==> config.mk <==
export PLATFORM = sky130hd
export DESIGN_NAME = mips_muldiv
export DESIGN_NICKNAME = d
export VERILOG_FILES = /design/src/rtl/mips_pkg.sv /design/src/rtl/muldiv_step.sv /design/src/rtl/mips_muldiv.sv
export SDC_FILE = /design/constraint.sdc
export NUM_CORES = 1
export LEC_CHECK = 0
export CORE_ASPECT_RATIO = 0.8
export CORE_MARGIN = 2
export CORE_UTILIZATION = 45
export CTS_CLUSTER_SIZE = 14
export DETAILED_ROUTE_END_ITERATION = 8
export GPL_TIMING_DRIVEN = 0
export HOLD_SLACK_MARGIN = 0.05
export PLACE_DENSITY = 0.65
export RECOVER_POWER = 25
export SYNTH_ARGS = -nofsm -noshare
export SYNTH_HDL_FRONTEND = slang
export SYNTH_SLANG_ARGS = --single-unit
==> constraint.sdc <==
create_clock -name Clk -period 3.5 [get_ports Clk]
set_input_delay 0.35 -clock Clk [delete_from_list [all_inputs] [get_ports Clk]]
set_output_delay 0.35 -clock Clk [all_outputs]
set_load 0.03 [all_outputs]
==> src/rtl/mips_pkg.sv <==
// Shared types for the MIPS multiply/divide unit: op codes, FSM states, counter width helper.
package mips_pkg;

  typedef enum logic [1:0] {
    MD_MULT  = 2'b00,
    MD_DIV   = 2'b01,
    MD_MULTU = 2'b10,
    MD_DIVU  = 2'b11
  } muldiv_op_t;

  typedef enum logic [1:0] {
    MD_IDLE,
    MD_CALC,
    MD_FIXUP
  } muldiv_state_t;

  function automatic int unsigned md_cnt_w(input int unsigned width);
    return $clog2(width);
  endfunction

endpackage

==> src/rtl/muldiv_step.sv <==
// One iteration of the mult/div engine: shift-add for multiply, restoring subtract for divide.
module muldiv_step #(
  parameter int unsigned WIDTH = 32
) (
  input  logic [2*WIDTH-1:0] acc_i,
  input  logic [WIDTH-1:0]   opnd_i,
  input  logic               div_i,
  output logic [2*WIDTH-1:0] acc_o,
  output logic               q_bit_o
);

  logic [WIDTH:0]   sum;
  logic [WIDTH:0]   rem_sh;
  logic [WIDTH-1:0] diff;

  always_comb begin
    sum     = {1'b0, acc_i[2*WIDTH-1:WIDTH]} + (acc_i[0] ? {1'b0, opnd_i} : '0);
    rem_sh  = {acc_i[2*WIDTH-1:WIDTH], acc_i[WIDTH-1]};
    // Remainder after a successful subtract is below the divisor, so W bits suffice.
    diff    = rem_sh[WIDTH-1:0] - opnd_i;
    q_bit_o = 1'b0;
    acc_o   = {sum, acc_i[WIDTH-1:1]};
    if (div_i) begin
      q_bit_o = (rem_sh >= {1'b0, opnd_i});
      acc_o   = {(q_bit_o ? diff : rem_sh[WIDTH-1:0]), acc_i[WIDTH-2:0], 1'b0};
    end
  end

endmodule

==> src/rtl/mips_muldiv.sv <==
// Iterative multiply/divide unit owning HI/LO; one bit per clock on latched magnitudes.
// Optional MULDIV_UNSIGNED_EN enables MULTU/DIVU via op[1]; otherwise op[1] is ignored.
module mips_muldiv
  import mips_pkg::*;
#(
  parameter int unsigned WIDTH = 32
) (
  input  logic             Clk,
  input  logic             Reset_n,
  input  logic             start,
  input  logic [1:0]       op,
  input  logic [WIDTH-1:0] rs_val,
  input  logic [WIDTH-1:0] rt_val,
  output logic             busy,
  output logic             done,
  output logic             div_zero,
  output logic [WIDTH-1:0] hi,
  output logic [WIDTH-1:0] lo
);

  localparam int unsigned CNT_W = md_cnt_w(WIDTH);

  muldiv_state_t      state_q, state_d;
  logic [CNT_W-1:0]   count_q, count_d;
  logic [2*WIDTH-1:0] acc_q, acc_d;
  logic [WIDTH-1:0]   opnd_q, opnd_d;
  logic               div_q, div_d;
  logic               qneg_q, qneg_d;
  logic               rneg_q, rneg_d;
  logic               dz_q, dz_d;
  logic [WIDTH-1:0]   hi_q, hi_d, lo_q, lo_d;
  logic               done_q, done_d, dzo_q, dzo_d;

  muldiv_op_t       op_e;
  logic             is_div, is_sgn, a_neg, b_neg;
  logic [WIDTH-1:0] a_mag, b_mag, quot, rem;
  logic [2*WIDTH-1:0] prod, step_acc;
  logic             step_q;

`ifdef MULDIV_UNSIGNED_EN
  assign op_e = muldiv_op_t'(op);
`else
  logic op_hi_unused;
  assign op_hi_unused = op[1];
  assign op_e = op[0] ? MD_DIV : MD_MULT;
`endif

  assign is_div = (op_e == MD_DIV) || (op_e == MD_DIVU);
  assign is_sgn = (op_e == MD_MULT) || (op_e == MD_DIV);
  assign a_neg  = is_sgn & rs_val[WIDTH-1];
  assign b_neg  = is_sgn & rt_val[WIDTH-1];
  // Negating MIN yields 2^(W-1), which is exactly representable as an unsigned magnitude.
  assign a_mag  = a_neg ? -rs_val : rs_val;
  assign b_mag  = b_neg ? -rt_val : rt_val;

  assign quot = qneg_q ? -acc_q[WIDTH-1:0] : acc_q[WIDTH-1:0];
  assign rem  = rneg_q ? -acc_q[2*WIDTH-1:WIDTH] : acc_q[2*WIDTH-1:WIDTH];
  assign prod = qneg_q ? -acc_q : acc_q;

  muldiv_step #(.WIDTH(WIDTH)) u_step (
    .acc_i   (acc_q),
    .opnd_i  (opnd_q),
    .div_i   (div_q),
    .acc_o   (step_acc),
    .q_bit_o (step_q)
  );

  always_comb begin
    state_d = state_q;
    count_d = count_q;
    acc_d   = acc_q;
    opnd_d  = opnd_q;
    div_d   = div_q;
    qneg_d  = qneg_q;
    rneg_d  = rneg_q;
    dz_d    = dz_q;
    hi_d    = hi_q;
    lo_d    = lo_q;
    done_d  = 1'b0;
    dzo_d   = 1'b0;
    case (state_q)
      MD_IDLE: begin
        if (start) begin
          div_d   = is_div;
          qneg_d  = a_neg ^ b_neg;
          rneg_d  = a_neg;
          opnd_d  = is_div ? b_mag : a_mag;
          acc_d   = {{WIDTH{1'b0}}, (is_div ? a_mag : b_mag)};
          count_d = CNT_W'(WIDTH - 1);
          dz_d    = is_div && (rt_val == '0);
          state_d = dz_d ? MD_FIXUP : MD_CALC;
        end
      end
      MD_CALC: begin
        acc_d = {step_acc[2*WIDTH-1:1], step_acc[0] | step_q};
        if (count_q == '0) begin
          state_d = MD_FIXUP;
        end else begin
          count_d = count_q - CNT_W'(1);
        end
      end
      MD_FIXUP: begin
        state_d = MD_IDLE;
        done_d  = 1'b1;
        dzo_d   = dz_q;
        if (!dz_q) begin
          if (div_q) begin
            hi_d = rem;
            lo_d = quot;
          end else begin
            {hi_d, lo_d} = prod;
          end
        end
      end
      default: state_d = MD_IDLE;
    endcase
  end

  always_ff @(posedge Clk or negedge Reset_n) begin
    if (!Reset_n) begin
      state_q <= MD_IDLE;
      count_q <= '0;
      acc_q   <= '0;
      opnd_q  <= '0;
      div_q   <= 1'b0;
      qneg_q  <= 1'b0;
      rneg_q  <= 1'b0;
      dz_q    <= 1'b0;
      hi_q    <= '0;
      lo_q    <= '0;
      done_q  <= 1'b0;
      dzo_q   <= 1'b0;
    end else begin
      state_q <= state_d;
      count_q <= count_d;
      acc_q   <= acc_d;
      opnd_q  <= opnd_d;
      div_q   <= div_d;
      qneg_q  <= qneg_d;
      rneg_q  <= rneg_d;
      dz_q    <= dz_d;
      hi_q    <= hi_d;
      lo_q    <= lo_d;
      done_q  <= done_d;
      dzo_q   <= dzo_d;
    end
  end

  assign busy     = (state_q != MD_IDLE);
  assign done     = done_q;
  assign div_zero = dzo_q;
  assign hi       = hi_q;
  assign lo       = lo_q;

endmodule

==> flow_summary_export.csv, run 1 <==
group,metric,value,unit
outcome,status,"complete, but fails checks",
outcome,violations,"capacitance limit, slew limit",
layout,layout_top_cells,"202 x nand2_1, 184 x o21ai_0, 169 x dfrtp_1, 145 x a21oi_1, 133 x nor2_1",
sta,timing.hold.ws,0.4781,ns
clocking,cts_tree,"built",
clocking,htree_num_levels,4,
routing,maxUsedRoutingLayer,"met4",
routing,wl_met3,4.859,mm
power,p_leak,7.255,nW
setup_path,reg2reg_to,"acc_q[56]",
layout,final_nets,2112,
place,place_area,16490,um^2
synthesis,synth.area.mux_share,4.088,%
layout,num_antenna_cells,0,
sta,skew,0.01632,ns
routing,first_pass_iters,6,
global_route,grtUsageMet2,47.22,%
setup_path,endpoint,"acc_q[56]",
global_route,grt_pass1_vias,13960,
synthesis,top_cells_by_count,"203 x nand2_1, 190 x o21ai_0, 173 x dfrtp_1",
setup_path,cp_data_required_time,3.87,ns
floorplan,die_x,205.4,um
setup_path,startpoint,"acc_q[0]",
setup_path,rrSetupSlack,0.07,ns
sta,period_minus_slack,3.432,ns
global_route,antenna_found_initial,0,
floorplan,ios,136,
power,power.total,18.23,mW
setup_path,critPathMaxFanout,10,
run,cap_violations,1,
synthesis,top_area_cell,"dfrtp_1",
clocking,numCtsBuffers,17,
routing,wl_met1,24.77,mm
floorplan,core-area,31710,um^2
synthesis,yosysUniqueCellTypes,81,
setup_path,path_class,"flip-flop to flip-flop",
sta,timing.fmax,0.2914,GHz
global_route,busiest_layer,"met2",
power,power_switching,9.559,mW
synthesis,yosysTopAreaCellShare,29.66,%
layout,layout_top_cell,"nand2_1",
place,placed_cells,2378,
layout,top_register,"acc_q",
synthesis,yosys_warnings,0,
power,clockPowerShare,11.3,%
clocking,root_buffer,"clkbuf_16",
setup_path,r2r_cells,13,
floorplan,fp_util,46.03,%
floorplan,rows,58,
layout,stdcell_area,17330,um^2
setup_path,r2r-start,"acc_q[0]",
synthesis,yosys-top-cells-area,"dfrtp_1 30%, o21ai_0 6.5%, ha_1 6.0%, xor2_1 5.5%, nand2_1 5.2%",
routing,drtIter0Drc,1328,
sta,post-route-period-util,98.05,%
synthesis,adder_share,6.274,%
sta,relSlewSlack,-10.94,%
global_route,grtUsageTotal,31.91,%
synthesis,yosys_cells,1824,
layout,final_core_util,54.64,%
sta,drv_slew,65,
layout,nFillCells,3049,
layout,syn_to_final_growth,18.69,%
global_route,grtUsageMet3,8.124,%
routing,viasPerCell,6.077,
run,warning_count,31,
routing,drc,0,
global_route,grt_pass1_wl,82.17,mm
synthesis,synth_seq_share,29.66,%
layout,stdcell_count,2404,
worst_hold_path,whs_endpoint,"hi[27]",
synthesis,yosys.area_share.xor_xnor,10.68,%
synthesis,syn_area_per_cell,8.003,um^2
routing,met2_length,22.23,mm
sta,setup_ws,0.06830,ns
synthesis,fp_nets,1965,
worst_hold_path,holdCritPathClass,"flip-flop to flip-flop",
place,io_buffers,133,
synthesis,syn_inst,1824,
power,p_seq,3.72,mW
-- run 1: area by class of cell --
type | count | share of cell area, %
Inverter | 71 | 1.553
Buffer | 107 | 2.578
Tap cell | 420 | 3.033
Clock inverter | 15 | 1.163
Timing Repair Buffer | 136 | 7.915
Clock buffer | 17 | 2.455
Multi-Input combinational cell | 1465 | 56.29
Sequential cell | 173 | 25.01
-- run 1: worst max-delay path: stages (launching register included) --
cell and delay, ns:
dfrtp_2 0.47, inv_4 0.14, buf_6 0.17, nor2_1 0.06, ha_1 0.35, a21oi_1 0.19, o21ai_0 0.17, a21o_1 0.25
a211o_1 0.39, a21o_1 0.23, a21o_1 0.19, a21oi_2 0.15, mux2_2 0.39, a211oi_1 0.17
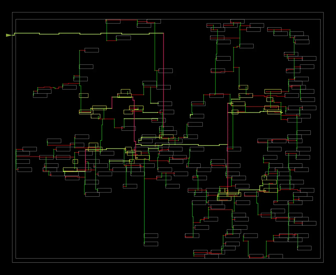
**Above:** run 1 (the clock network).
clock network power: 2.06 mW
flip-flops: 173

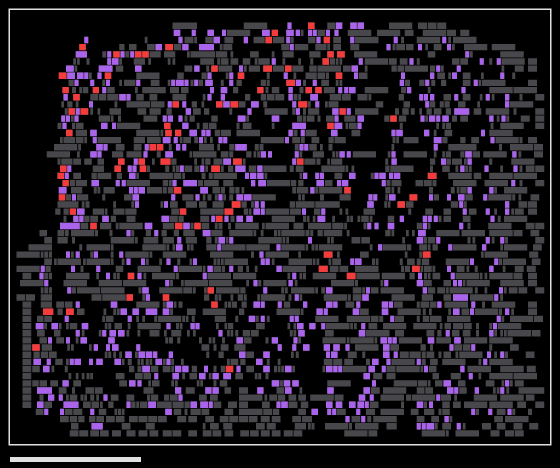
**Above:** run 1 (gate-type map).
The bar under the picture is 50 um long.
- inverting AOI/OAI gates: purple (cells 539; most used o21ai_0; where spread over the die)
- AND-OR and OR-AND gates: red (cells 80; most used a21o_1)

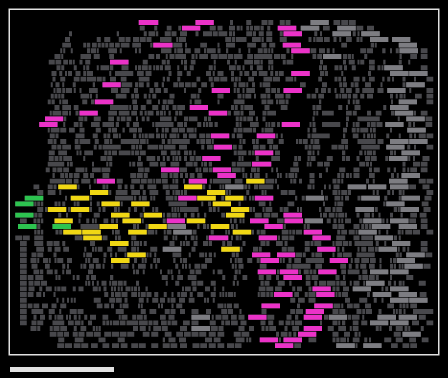
**Above:** run 1 (sequential cells coloured by netlist name).
The bar under the picture is 50 um long.
- `opnd_q`: yellow (placed flops 32)
- `count_q`: green (placed flops 5; where west)
- `acc_q`: magenta (placed flops 64)
- not coloured: 72

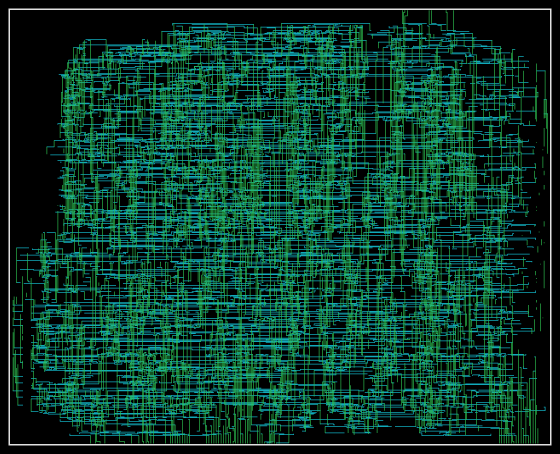
**Above:** run 1 (metal layers overlaid).
Only two layers are drawn.
- met2: green (wire length 22.2 mm)
- met1: cyan (wire length 24.8 mm)

## Run 2: what changed since run 1
--- a/config.mk
+++ b/config.mk
@@ -5,6 +5,7 @@
 export SDC_FILE = /design/constraint.sdc
 export NUM_CORES = 1
 export LEC_CHECK = 0
+export CAP_MARGIN = 0
 export CORE_ASPECT_RATIO = 0.8
 export CORE_MARGIN = 2
 export CORE_UTILIZATION = 45
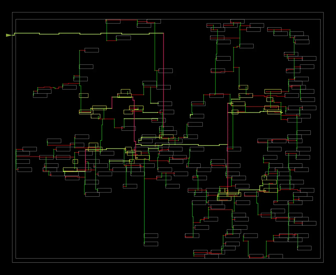
**Above:** run 2 (the clock network).
total CTS buffers: 17
clock buffer count: 17
Clock Skew: 0.01632 ns

==> flow_summary_export.csv, run 2 <==
group,metric,value,unit
outcome,status,"complete, but fails checks",
outcome,violations,"capacitance limit, slew limit",
synthesis,fp_nets,1965,
worst_hold_path,holdCritPathClass,"flip-flop to flip-flop",
power,p_leak,7.255,nW
setup_path,critical-path-top-delay-family,"AND-OR/OR-AND gates",
floorplan,core-area,31710,um^2
power,vdd_drop_max,0.5030,mV
setup_path,path_cells,"inv_4, buf_6, nor2_1, ha_1, a21oi_1, o21ai_0, a21o_1, a211o_1, a21o_1, a21o_1, a21oi_2, mux2_2, a211oi_1",
global_route,grt_pass1_vias,13960,
clocking,root_buffer,"clkbuf_16",
place,post-place-ws,-1.010,ns
clocking,htree_num_levels,4,
global_route,grtUsageMet2,47.22,%
layout,final_nets,2112,
sta,timing.fmax,0.2914,GHz
global_route,grt_pass1_wl,82.17,mm
layout,layout_top_cells,"202 x nand2_1, 184 x o21ai_0, 169 x dfrtp_1, 145 x a21oi_1, 133 x nor2_1",
global_route,grtUsageMet3,8.124,%
layout,drive_above_1_share,6.804,%
synthesis,yosysTopAreaCellShare,29.66,%
setup_path,cp_slowest_cell,"dfrtp_2",
power,combPwrFrac,68.3,%
sta,relSlewSlack,-10.94,%
power,p_seq,3.72,mW
clocking,ctsHoldBuffers,1,
routing,first_pass_iters,6,
routing,wl_met1,24.77,mm
worst_hold_path,worstHoldStart,"hi[27]",
place,place_hpwl,42.17,mm
routing,maxUsedRoutingLayer,"met4",
place,io_buffers,133,
synthesis,yosys_warnings,0,
run,cap_violations,1,
synthesis,syn_inst,1824,
power,power.total,18.23,mW
sta,final-setup-viol-count,0,
setup_path,r2r_cells,13,
setup_path,cp.arrival,3.80,ns
sta,tns,0,ns
sta,period_minus_slack,3.432,ns
run,warning_count,31,
floorplan,ios,136,
synthesis,syn_area_per_cell,8.003,um^2
clocking,numClockSinks,173,
place,placed_cells,2378,
power,top_power_group,"combinational cells",
sta,drv_slew,65,
routing,viasPerCell,6.077,
global_route,antenna_found_initial,0,
sta,setup_ws,0.06830,ns
global_route,met1_usage,45.83,%
floorplan,fp_util,46.03,%
power,p_int,8.666,mW
power,p_sw_share,52.45,%
setup_path,endpoint,"acc_q[56]",
synthesis,yosys-top-cells-area,"dfrtp_1 30%, o21ai_0 6.5%, ha_1 6.0%, xor2_1 5.5%, nand2_1 5.2%",
floorplan,die_x,205.4,um
setup_path,path_class,"flip-flop to flip-flop",
routing,drt-total-wl,53.30,mm
worst_hold_path,whs_endpoint,"hi[27]",
synthesis,yosys_cells,1824,
synthesis,synth_seq_share,29.66,%
setup_path,r2r-start,"acc_q[0]",
synthesis,top_cells_by_count,"203 x nand2_1, 190 x o21ai_0, 173 x dfrtp_1",
routing,wl_met3,4.859,mm
setup_path,critPathBufInv,2,
sta,post-route-period-util,98.05,%
routing,drtIter0Drc,1328,
power,p_clk,2.06,mW
routing,drc,0,
clocking,cts_tree,"built",
synthesis,ff_type,"dfrtp_1",
layout,top_register,"acc_q",
global_route,grtUsageTotal,31.91,%
setup_path,cp_data_required_time,3.87,ns
setup_path,reg2reg_to,"acc_q[56]",
setup_path,crit_top_cell,"a21o_1",
synthesis,syn_area,14600,um^2
setup_path,cp_num_cells,13,
routing,antenna_left,0,
layout,layout_top_cell,"nand2_1",
setup_path,critPathMaxStageDelay,0.47,ns
sta,timing.hold.ws,0.4781,ns
global_route,grt_max_degree,110,
synthesis,top_area_cell,"dfrtp_1",
layout,stdcell_area,17330,um^2
layout,num_antenna_cells,0,
setup_path,critPathMaxFanout,10,
layout,syn_to_final_growth,18.69,%
clocking,ctsResizeCount,26,
synthesis,ys_area,14600,um^2
setup_path,rrSetupSlack,0.07,ns
routing,met2_length,22.23,mm
power,power_switching,9.559,mW
power,clockPowerShare,11.3,%
synthesis,async_flop_share,100.0,%
place,place_area,16490,um^2
global_route,busiest_layer,"met2",
synthesis,yosysUniqueCellTypes,81,
floorplan,rows,58,
layout,stdcell_count,2404,
setup_path,startpoint,"acc_q[0]",
layout,final_core_util,54.64,%
layout,nFillCells,3049,
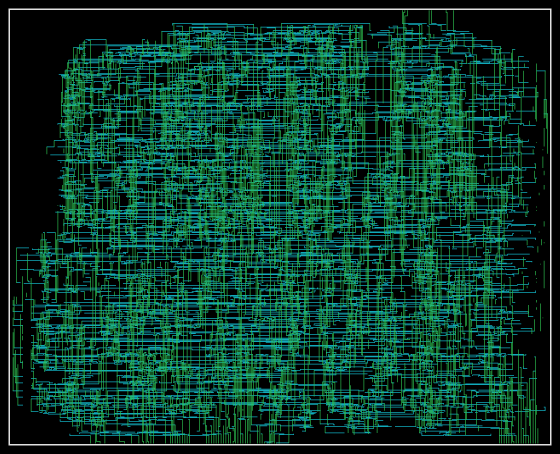
**Above:** run 2 (metal layers overlaid).
Only two layers are drawn.
- met1: cyan (wire length 24.8 mm)
- met2: green (wire length 22.2 mm)

==> run 2: cells by family after synthesis <==
family / after synthesis / synth area share [%]
AOI/OAI and AO/OA: 619 / 26.66
muxes: 59 / 4.088
adders and majority gates: 72 / 6.274
xor gates and xnor gates: 178 / 10.68
DFF: 173 / 29.66
buffers and inverters: 186 / 4.963
and+or+nand+nor: 537 / 17.68
==> run 2: layout make-up <==
type / instances / area (um^2) / share of cell area, %
buffer: 107 / 446.7 / 2.578
clock buffer: 17 / 425.4 / 2.455
clock inverter: 15 / 201.4 / 1.163
inverter: 71 / 269.0 / 1.553
multi-input combinational: 1465 / 9753 / 56.29
sequential: 173 / 4334 / 25.01
tap: 420 / 525.5 / 3.033
timing repair buffer: 136 / 1371 / 7.915
Power and IR drop assume default switching activity.
